==> config.mk <==
export PLATFORM = sky130hd
export DESIGN_NAME = fxyz_sweep_ctrl
export DESIGN_NICKNAME = d
export VERILOG_FILES = /design/src/rtl/fxyz_sweep_ctrl.sv
export SDC_FILE = /design/constraint.sdc
export NUM_CORES = 1
export LEC_CHECK = 0
export CAP_MARGIN = 10
export CORE_MARGIN = 5
export CORE_UTILIZATION = 25
export CTS_BUF_LIST = sky130_fd_sc_hd__clkbuf_8 sky130_fd_sc_hd__clkbuf_16
export CTS_CLUSTER_SIZE = 25
export DETAILED_ROUTE_END_ITERATION = 6
export PLACE_DENSITY = 0.55
export SYNTH_ARGS = -nofsm -noshare
export SYNTH_HDL_FRONTEND = slang
export SYNTH_SLANG_ARGS = --single-unit
==> constraint.sdc <==
create_clock -name clock -period 4.4 [get_ports clock]
set_input_delay 0.44 -clock clock [delete_from_list [all_inputs] [get_ports clock]]
set_output_delay 0.44 -clock clock [all_outputs]
set_load 0.02 [all_outputs]
==> src/rtl/fxyz_sweep_ctrl.sv <==
// fxyz_sweep_ctrl: walks the 3-input function block fxyz through vectors 0..7
// (x = MSB, z = LSB). It samples s once per vector and builds an 8-bit minterm
// mask plus a ones count.
// Optional build macro FXYZ_CHECK_EN: compares the final mask with EXPECT_MASK
// and drives mismatch. Without it, mismatch is tied low.
//
// state  | meaning
// IDLE   | outputs parked at 0, waiting for start; mask/ones/mismatch held
// RUN    | {x,y,z} = idx, each vector held SETTLE cycles, s sampled on last one
// FINISH | single-cycle done pulse, mask/ones final
module fxyz_sweep_ctrl #(
   parameter int          SETTLE      = 1,
   parameter logic [7:0]  EXPECT_MASK = 8'h54
) (
   input  logic       clock,
   input  logic       reset,
   input  logic       start,
   output logic       x,
   output logic       y,
   output logic       z,
   input  logic       s_in,
   output logic       busy,
   output logic       done,
   output logic [7:0] mask,
   output logic [3:0] ones,
   output logic       mismatch
);

   // A SETTLE of 0 would never sample, so it is promoted to 1.
   localparam int SETTLE_EFF = (SETTLE < 1) ? 1 : SETTLE;
   localparam int CW         = (SETTLE_EFF > 1) ? $clog2(SETTLE_EFF) : 1;
   localparam logic [CW-1:0] CNT_LAST = CW'(SETTLE_EFF - 1);

   typedef enum logic [1:0] {IDLE, RUN, FINISH} state_t;

   state_t        state, state_nxt;
   logic [2:0]    idx;
   logic [CW-1:0] cnt;
   logic          sample;
   logic          accept;
   logic [7:0]    mask_smp;

   assign accept = (state == IDLE) && start;
   assign sample = (state == RUN) && (cnt == CNT_LAST);

   // Mask as it will look once the current vector's sample is written in.
   always_comb begin
      mask_smp      = mask;
      mask_smp[idx] = s_in;
   end

   // State register.
   always_ff @(posedge clock or posedge reset) begin
      if (reset) state <= IDLE;
      else       state <= state_nxt;
   end

   // Next-state and state-decoded outputs.
   always_comb begin
      state_nxt = state;
      busy      = 1'b0;
      done      = 1'b0;
      {x, y, z} = 3'b000;
      case (state)
         IDLE: begin
            if (start) state_nxt = RUN;
         end
         RUN: begin
            busy      = 1'b1;
            {x, y, z} = idx;
            if (sample && (idx == 3'd7)) state_nxt = FINISH;
         end
         FINISH: begin
            done      = 1'b1;
            state_nxt = IDLE;
         end
         default: state_nxt = IDLE;
      endcase
   end

   // Vector index, settle counter, and result accumulation.
   always_ff @(posedge clock or posedge reset) begin
      if (reset) begin
         idx  <= 3'd0;
         cnt  <= '0;
         mask <= 8'h00;
         ones <= 4'd0;
      end else if (accept) begin
         idx  <= 3'd0;
         cnt  <= '0;
         mask <= 8'h00;
         ones <= 4'd0;
      end else if (state == RUN) begin
         if (sample) begin
            mask <= mask_smp;
            ones <= ones + {3'b000, s_in};
            cnt  <= '0;
            idx  <= idx + 3'd1;
         end else begin
            cnt <= cnt + CW'(1);
         end
      end
   end

`ifdef FXYZ_CHECK_EN
   // Compare against the golden mask, including the final sample, so that
   // mismatch is valid in the same cycle as done.
   always_ff @(posedge clock or posedge reset) begin
      if (reset)                          mismatch <= 1'b0;
      else if (accept)                    mismatch <= 1'b0;
      else if (sample && (idx == 3'd7))   mismatch <= (mask_smp != EXPECT_MASK);
   end
`else
   // No comparator in this build. The expression folds to a constant 0 and
   // keeps the golden-mask parameter referenced.
   assign mismatch = 1'b0 & (^EXPECT_MASK);
`endif

endmodule
==> out/highlights.md <==
- status: complete, no violations
- number of setup buffers added after CTS: 0
- part of the total power dissipated in combinational logic: 0.518
- number of search-and-repair iterations in the first detailed-routing pass: 4
- Routed WL per cell: 12.99 um
- largest stage delay on the critical path: 0.60 ns
- sort of element at the start of the critical path: register
- flip-flop and latch count after synthesis: 18
- Horiz. Die Dim: 71.92 um
- post-DP HPWL: 1541 um
- number of ordinary and repair buffers in the finished layout: 20
- biggest power consumer among the groups: combinational logic
- CTS clk-pin slew, worst paths: 0.06 ns
- sequential share of cell area: 0.3685
- crit path DRT: 3.96 ns
- Final WS setup: 2.148 ns
- worst hold slack after final layout: 0.4763 ns
- final worst path period need: 2.252 ns
- Main logic family: simple AND/OR/NAND/NOR gates
- tool warnings: 26
- CP startpoint: state[0]$_DFFE_PP0P_
- seq_cells: 18
- CP top delay family: buffers and inverters
- Final Instance Count excl. Fillers: 157
- Seq share, synth: 0.4700
- xor and xnor fraction of the mapped netlist area: 0.009138
- register share of total power: 0.352
- net switching power of the design: 0.3562 mW
- H-tree levels: 1
- pin count of the biggest net entering global routing: 19
- Total Routing Usage GR: 0.08882
- worst hold path depth: 1
- worst path arrival time: 1.81 ns
- starting density of the core: 0.2598
- Fin Setup TNS: 0 ns
- hold buffer count at cts: 0
- most frequently used flop master after synthesis: sky130_fd_sc_hd__dfrtp_1
- class of the most critical setup path: reg -> out
- Critical path destination: x
- Seq power: 0.305 mW
- internal power of the cells: 0.5091 mW
- hold violation count in the final report: 0
- area of the core: 3689 um^2
- worst clock skew: 0.0006141 ns
- highest achievable clock rate: 444.0 MHz
- top register by number of flip-flops: mask
- ratio of routed vias to standard cells: 4.567
- top logic cells by instance count in the layout: 20 x sky130_fd_sc_hd__clkdlybuf4s50_1, 18 x sky130_fd_sc_hd__dfrtp_1, 6 x sky130_fd_sc_hd__nor2_1, 6 x sky130_fd_sc_hd__nand3_1
- PwrDens: 707.8 nW/um^2
- logic share of the area: 0.3756
- cells in synth_stat.txt: 92
- fraction of power spent switching nets: 0.4116
- type of the worst min-delay path: reg -> reg
- fraction of area in clock buffers and inverters: 0.03378
- post-place setup slack: 2.301 ns
- highest routed metal layer: met4
- yosys synthesis chip area: 958.4 um^2
- initial antenna violation count: 0
- initial DRC count: 41
- biggest registers after layout: mask (8), ones (4), idx (3)
- maximum fanout along the worst path: 11
- Logic cell area: 459.2 um^2
- placed inst area: 1181 um^2
- vias in the first global route: 775
- Final Core Density: 0.3314
- number of instances in the placed design: 154
- post-synth top area share: 0.4700
- most instantiated library cell after synthesis: sky130_fd_sc_hd__dfrtp_1
- total of fill cells in the finished design: 390
- multiplexer fraction of the synthesized cell area: 0.03133
- simple-gate portion of the synthesized area: 0.2467
- Final non-clock buffer share: 0.1638
- portion of total power attributed to the clock network: 0.130
- number of cell instances on the worst register-to-register path: 3
- synthesized area per cell: 10.42 um^2
- Antenna Cells: 0
- ranking of synthesized cells by area: sky130_fd_sc_hd__dfrtp_1 47%, sky130_fd_sc_hd__ha_1 5.2%, sky130_fd_sc_hd__mux2i_1 3.1%, sky130_fd_sc_hd__nand3_1 3.1%, sky130_fd_sc_hd__a21oi_1 2.6%
- multi-input logic cell count: 65
- Overall Power: 0.8652 mW
- fraction of final layout cells with drive strength greater than 1: 0.08257
- worst hold start: ones[3]$_DFFE_PP0P_
- # resized after CTS: 0
- final number of setup-violating endpoints: 0
- register-to-register path setup slack: 2.87 ns
- area of the die: 5172 um^2
- global-route wire length before repair: 3670 um
- post-route clock period utilization: 0.5119
- launching point of the worst reg2reg path: state[1]$_DFFE_PP0P_
- post-layout instance area: 1222 um^2
- Hold EP: ones[3]$_DFFE_PP0P_
- highest-count logic cell in the final layout: sky130_fd_sc_hd__clkdlybuf4s50_1
- Critical Path Slowest Stage Cell: sky130_fd_sc_hd__clkdlybuf4s50_1
- total number of nets in the final design: 119
- fraction of met2 tracks used by global routing: 0.1439
- number of synthesized flops with an enable pin: 0
- combinational-cell power consumption: 0.448 mW
- Leading cell kind: combinational gates
- Post-Synthesis Net Count: 100
- sequential cell area: 450.4 um^2
- Synth async-reset ratio: 1.000
- number of flip-flops under the largest register name: 8
- Well-Tap Cells: 48
- unrepaired setup endpoints after global routing: false
- Crit path depth: 3
- total number of yosys warnings: 0
- IO Port Bufs: 20
- sum of overflow across all layers after global routing: 0
- Chip Height: 71.92 um
- Inverters excl. clock: 3
- Synth Cell Area: 958.4 um^2
- DR WL met2: 960 um
- worst flop-to-flop path endpoint: mask[0]$_DFFE_PP0P_
- # DRC: 0
- cell-by-cell listing of the critical path: nor2b_1, and2_1, clkdlybuf4s50_1
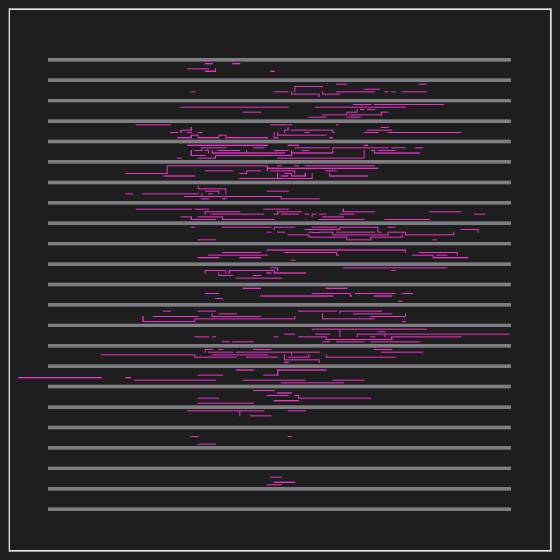
Figure 1: M1 wires.
Supply wires on this layer in gray.
longest straight run	20.2 um
wire length on this layer	981 um
main direction	horizontal
nets with wire on the layer	103
share of all routed wire	48%
final routed wirelength across all metal layers: 2039 um
met1 demand-to-capacity share in global routing: 0.1159
via count: 717

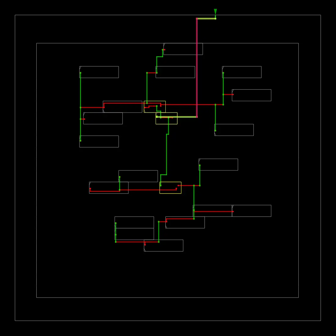
Figure 2: the clock network.
count of clock-net buffers in the final layout: 3
TritonCTS buffer count: 3
latest clock arrival within the worst-skew pair: 0.25 ns
Clock group: 0.112 mW

Power and IR drop assume default switching activity.
